===== src/rtl/spart_pkg.sv =====
// Shared SPART definitions: controller states, I/O port register addresses and
// the baud divisor helper used by both the SPART and its bus controller.
package spart_pkg;

  typedef enum logic [2:0] {
    StCfgLo,
    StCfgHi,
    StRun,
    StRxRd,
    StTxWr
  } state_e;

  localparam logic [1:0] IO_XFER   = 2'b00;
  localparam logic [1:0] REG_RD    = 2'b01;
  localparam logic [1:0] LD_DIV_LO = 2'b10;
  localparam logic [1:0] LD_DIV_HI = 2'b11;

  // Divisor for the 16x oversampling baud generator, truncating division.
  function automatic logic [15:0] baud_div(input int unsigned clk_hz, input logic [1:0] br_cfg);
    int unsigned baud;
    case (br_cfg)
      2'b00:   baud = 32'd4800;
      2'b01:   baud = 32'd9600;
      2'b10:   baud = 32'd19200;
      default: baud = 32'd38400;
    endcase
    return 16'(clk_hz / (32'd16 * baud) - 32'd1);
  endfunction

endpackage


===== src/rtl/spart_div_lut.sv =====
// Baud select to 16-bit divisor lookup; all four entries fold to constants.
module spart_div_lut
  import spart_pkg::*;
#(
  parameter int unsigned CLK_HZ = 100_000_000
) (
  input  logic [1:0]  br_cfg,
  output logic [15:0] div
);

  localparam logic [15:0] Div4800  = baud_div(CLK_HZ, 2'b00);
  localparam logic [15:0] Div9600  = baud_div(CLK_HZ, 2'b01);
  localparam logic [15:0] Div19200 = baud_div(CLK_HZ, 2'b10);
  localparam logic [15:0] Div38400 = baud_div(CLK_HZ, 2'b11);

  // Select the precomputed divisor.
  always_comb begin
    div = Div38400;
    case (br_cfg)
      2'b00:   div = Div4800;
      2'b01:   div = Div9600;
      2'b10:   div = Div19200;
      default: div = Div38400;
    endcase
  end

endmodule


===== src/rtl/spart_bus_ctrl.sv =====
// SPART bus-side controller: programs the baud divisor after reset, then
// arbitrates the shared I/O port between receive reads and transmit writes.
// Optional feature macro: SPART_ECHO_EN (loop received bytes back to transmit).
module spart_bus_ctrl
  import spart_pkg::*;
#(
  parameter int unsigned CLK_HZ = 100_000_000
) (
  input  logic       clk,
  input  logic       rst,
  input  logic [1:0] br_cfg,
  input  logic       rda,
  input  logic       tbr,
  output logic       iocs,
  output logic       iorw,
  output logic [1:0] ioaddr,
  output logic [7:0] databus_out,
  output logic       databus_oe,
  input  logic [7:0] databus_in,
  input  logic [7:0] tx_data,
  input  logic       tx_valid,
  output logic       tx_ready,
  output logic [7:0] rx_data,
  output logic       rx_valid,
  output logic       cfg_done
);

  state_e      state_q, state_d;
  logic [1:0]  br_q;
  logic [7:0]  hold_q;
  logic        hold_valid_q;
  logic [7:0]  rx_data_q;
  logic        rx_valid_q;
  logic        cfg_done_q;

  logic [1:0]  lut_sel;
  logic [15:0] div;
  logic        echo_load;
  logic        hold_free;
  logic        tx_accept;

  // CFG_LO writes the live selection (and latches it); CFG_HI reuses the latched one.
  assign lut_sel = (state_q == StCfgLo) ? br_cfg : br_q;

  spart_div_lut #(
    .CLK_HZ(CLK_HZ)
  ) u_div_lut (
    .br_cfg(lut_sel),
    .div   (div)
  );

`ifdef SPART_ECHO_EN
  assign echo_load = rx_valid_q && !hold_valid_q;
`else
  assign echo_load = 1'b0;
`endif

  // An echo claims the empty hold register ahead of the tx port.
  assign hold_free = !hold_valid_q && !echo_load;
  assign tx_accept = tx_valid && hold_free;

  // Next-state selection; RUN resolves reconfig > receive > transmit.
  always_comb begin
    state_d = state_q;
    unique case (state_q)
      StCfgLo: state_d = StCfgHi;
      StCfgHi: state_d = StRun;
      StRun: begin
        if (br_cfg != br_q) begin
          state_d = StCfgLo;
        end else if (rda) begin
          state_d = StRxRd;
        end else if (tbr && hold_valid_q) begin
          state_d = StTxWr;
        end
      end
      StRxRd:  state_d = StRun;
      StTxWr:  state_d = StRun;
      default: state_d = StCfgLo;
    endcase
  end

  // Bus and stream outputs decoded from state; held at zero while reset is asserted.
  always_comb begin
    iocs        = 1'b0;
    iorw        = 1'b0;
    ioaddr      = IO_XFER;
    databus_out = 8'h00;
    databus_oe  = 1'b0;
    unique case (state_q)
      StCfgLo: begin
        iocs        = 1'b1;
        ioaddr      = LD_DIV_LO;
        databus_oe  = 1'b1;
        databus_out = div[7:0];
      end
      StCfgHi: begin
        iocs        = 1'b1;
        ioaddr      = LD_DIV_HI;
        databus_oe  = 1'b1;
        databus_out = div[15:8];
      end
      StRxRd: begin
        iocs = 1'b1;
        iorw = 1'b1;
      end
      StTxWr: begin
        iocs        = 1'b1;
        databus_oe  = 1'b1;
        databus_out = hold_q;
      end
      default: ;
    endcase
    tx_ready = hold_free;
    rx_data  = rx_data_q;
    rx_valid = rx_valid_q;
    cfg_done = cfg_done_q;
    if (!rst) begin
      iocs        = 1'b0;
      iorw        = 1'b0;
      ioaddr      = IO_XFER;
      databus_out = 8'h00;
      databus_oe  = 1'b0;
      tx_ready    = 1'b0;
      rx_data     = 8'h00;
      rx_valid    = 1'b0;
      cfg_done    = 1'b0;
    end
  end

  // State, baud latch and configuration status.
  always_ff @(posedge clk) begin
    if (!rst) begin
      state_q    <= StCfgLo;
      br_q       <= 2'b00;
      cfg_done_q <= 1'b0;
    end else begin
      state_q <= state_d;
      if (state_q == StCfgLo) begin
        br_q <= br_cfg;
      end
      if (state_q == StCfgHi) begin
        cfg_done_q <= 1'b1;
      end else if (state_q == StRun && state_d == StCfgLo) begin
        cfg_done_q <= 1'b0;
      end
    end
  end

  // Receive capture: data sampled at the end of RX_RD, valid pulses one cycle.
  always_ff @(posedge clk) begin
    if (!rst) begin
      rx_data_q  <= 8'h00;
      rx_valid_q <= 1'b0;
    end else begin
      rx_valid_q <= (state_q == StRxRd);
      if (state_q == StRxRd) begin
        rx_data_q <= databus_in;
      end
    end
  end

  // Transmit hold register; survives reconfiguration, emptied by TX_WR.
  always_ff @(posedge clk) begin
    if (!rst) begin
      hold_q       <= 8'h00;
      hold_valid_q <= 1'b0;
    end else if (echo_load) begin
      hold_q       <= rx_data_q;
      hold_valid_q <= 1'b1;
    end else if (tx_accept) begin
      hold_q       <= tx_data;
      hold_valid_q <= 1'b1;
    end else if (state_q == StTxWr) begin
      hold_valid_q <= 1'b0;
    end
  end

endmodule


===== config.mk =====
export PLATFORM = sky130hd
export DESIGN_NAME = spart_bus_ctrl
export DESIGN_NICKNAME = d
export VERILOG_FILES = /design/src/rtl/spart_pkg.sv /design/src/rtl/spart_div_lut.sv /design/src/rtl/spart_bus_ctrl.sv
export SDC_FILE = /design/constraint.sdc
export NUM_CORES = 1
export LEC_CHECK = 0
export CAP_MARGIN = 20
export CORE_ASPECT_RATIO = 1.5
export CORE_MARGIN = 1
export CORE_UTILIZATION = 47
export DETAILED_ROUTE_END_ITERATION = 16
export PLACE_DENSITY = 0.82
export SYNTH_ARGS = -nofsm -noshare
export SYNTH_HDL_FRONTEND = slang
export SYNTH_SLANG_ARGS = --single-unit

===== constraint.sdc =====
create_clock -name clk -period 6.3 [get_ports clk]
set_clock_uncertainty 0.05 [all_clocks]
set_input_delay 1.26 -clock clk [delete_from_list [all_inputs] [get_ports clk]]
set_output_delay 1.26 -clock clk [all_outputs]
set_load 0.05 [all_outputs]

Congestion heat map:
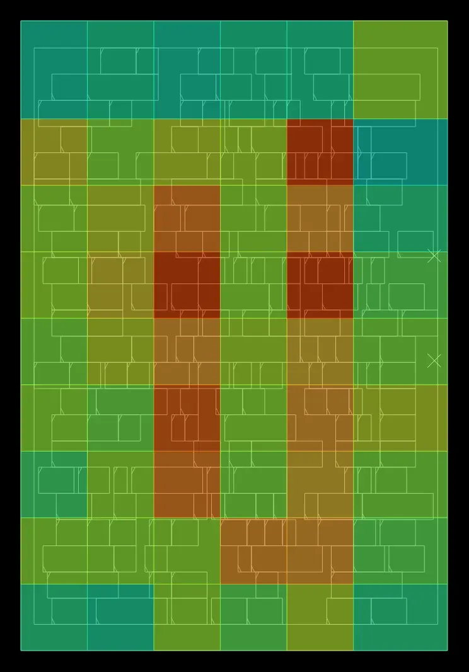
final core occ: 70.0%
met2 Track Usage GR: 39.5%

The metal 2 layer:
Bar = 10 um. Cells faint in the background.
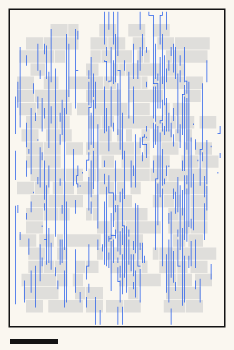
The longest straight run is 34.7 um. 188 nets have wire on it. The wires run mostly vertical. The layer holds 55% of the routed length. The layer carries 1530 um of wire.

==> ci_impl_report.md <==
## Implementation flow summary

| Metric | Value |
|---|---|
| Status | complete, but fails checks |
| Failing checks | DRC |
| Flop pwr share | 40.6% |
| Cycle use final | 81.4% |
| Top Consumer | sequential cells |
| Switch share | 33.1% |
| Min-Delay Startpoint | hold_q[5]$_SDFFE_PN0P_ |
| Number of max-cap violations | 0 |
| Yosys warns | 0 |
| Worst hold stages | 2 |
| FF-to-FF End | rx_data_q[3]$_SDFFE_PN0P_ |
| Clk root buf | clkbuf_4 |
| Core area | 2500 sq um |
| 1st-pass router iterations | 13 |
| PnR worst setup slack | 1.17 ns |
| Vias in the first global route | 1137 |
| Synthesized area | 1260 sq um |
| Post-synth ARST share | 0% |
| Reg2reg start | state_q[2]$_SDFF_PN0_ |
| Final Hold Fails | 0 |
| Final setup vio count | 0 |
| WL per Instance | 12.5 um |
| H-tree depth | 1 |
| Worst reg2reg setup slack | 4.57 ns |
| Detailed-route DRC error count | 2 |
| Fillers | 219 |
| CP Capture Point | databus_out[0] |
| Buffers on Ports | 46 |
| TritonCTS Sinks | 24 |
| Crit Path Category | in -> out |
| Cts bufs inserted | 3 |
| Hold Path End | hold_q[5]$_SDFFE_PN0P_ |
| Total Routing Usage GR | 21.3% |
| Worst-case reg-to-reg path depth | 3 |
| Pwr Density | 245 nW/um^2 |
| Post-synth EDFFs | 0 |
Met3 routing:
Bar = 10 um. Cells faint in the background.
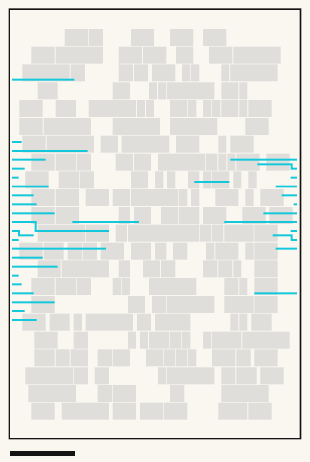
The wires run mostly horizontal. The layer carries 175 um of wire.
M3 GR Usage: 3.85%
Via Count: 1149
WL final: 2.80 mm

[state kept, by name (all words and copies together) (netlist names)]
name and cells:
rx_data_q 8, br_q 2, hold_valid_q 1, hold_q 8, rx_valid_q 1, state_q 3, cfg_done_q 1
[kinds of logic (layout without fill, tap and decap cells)]
family	after synthesis	in the layout	synth area share [%]
xor+xnor	2	2	1.39
flops	24	24	38.2
mux	5	5	3.98
buf+inv	15	55	6.46
fa+ha+maj	4	4	3.98
compound gates	36	36	21.2
simple gates	62	62	24.9
[layer usage]
metal / global-route usage, % / part of all wire (%)
met3: 3.85 / 6.2
met5: 0 / 0
met4: 7.95 / 0.75
met2: 39.5 / 55
met1: 22.8 / 38
[area by class of cell]
type                       instances  area [sq um]  area share (%)
tap                               36          45.0            2.57
clock inverter                     1          30.0            1.71
multi-input combinational        109           697            39.7
clock buffer                       3          22.5            1.28
timing repair buffer              46           460            26.2
sequential                        24           480            27.4
inverter                           5          18.8            1.07
[stage by stage]
stage / total power [mW] / hold WS (ns) / utilization, %
2_1_floorplan: 0.275 / 0.385 / -
3_3_place_gp: 0.319 / 0.393 / 67.9
3_5_place_dp: 0.323 / 0.402 / 67.9
4_1_cts: 0.434 / 0.421 / 70.0
5_1_grt: 0.452 / 0.447 / 70.0
6_report: 0.429 / 0.417 / 70.0
[critical path: stages]
cell and delay (ns):
clkdlybuf4s50_1 0.46, mux2i_1 0.33, inv_1 0.13, ha_1 0.30
nor2b_1 0.13, o32a_1 0.32, nor2_1 0.09, clkdlybuf4s50_1 0.81
Power and IR drop assume default switching activity.
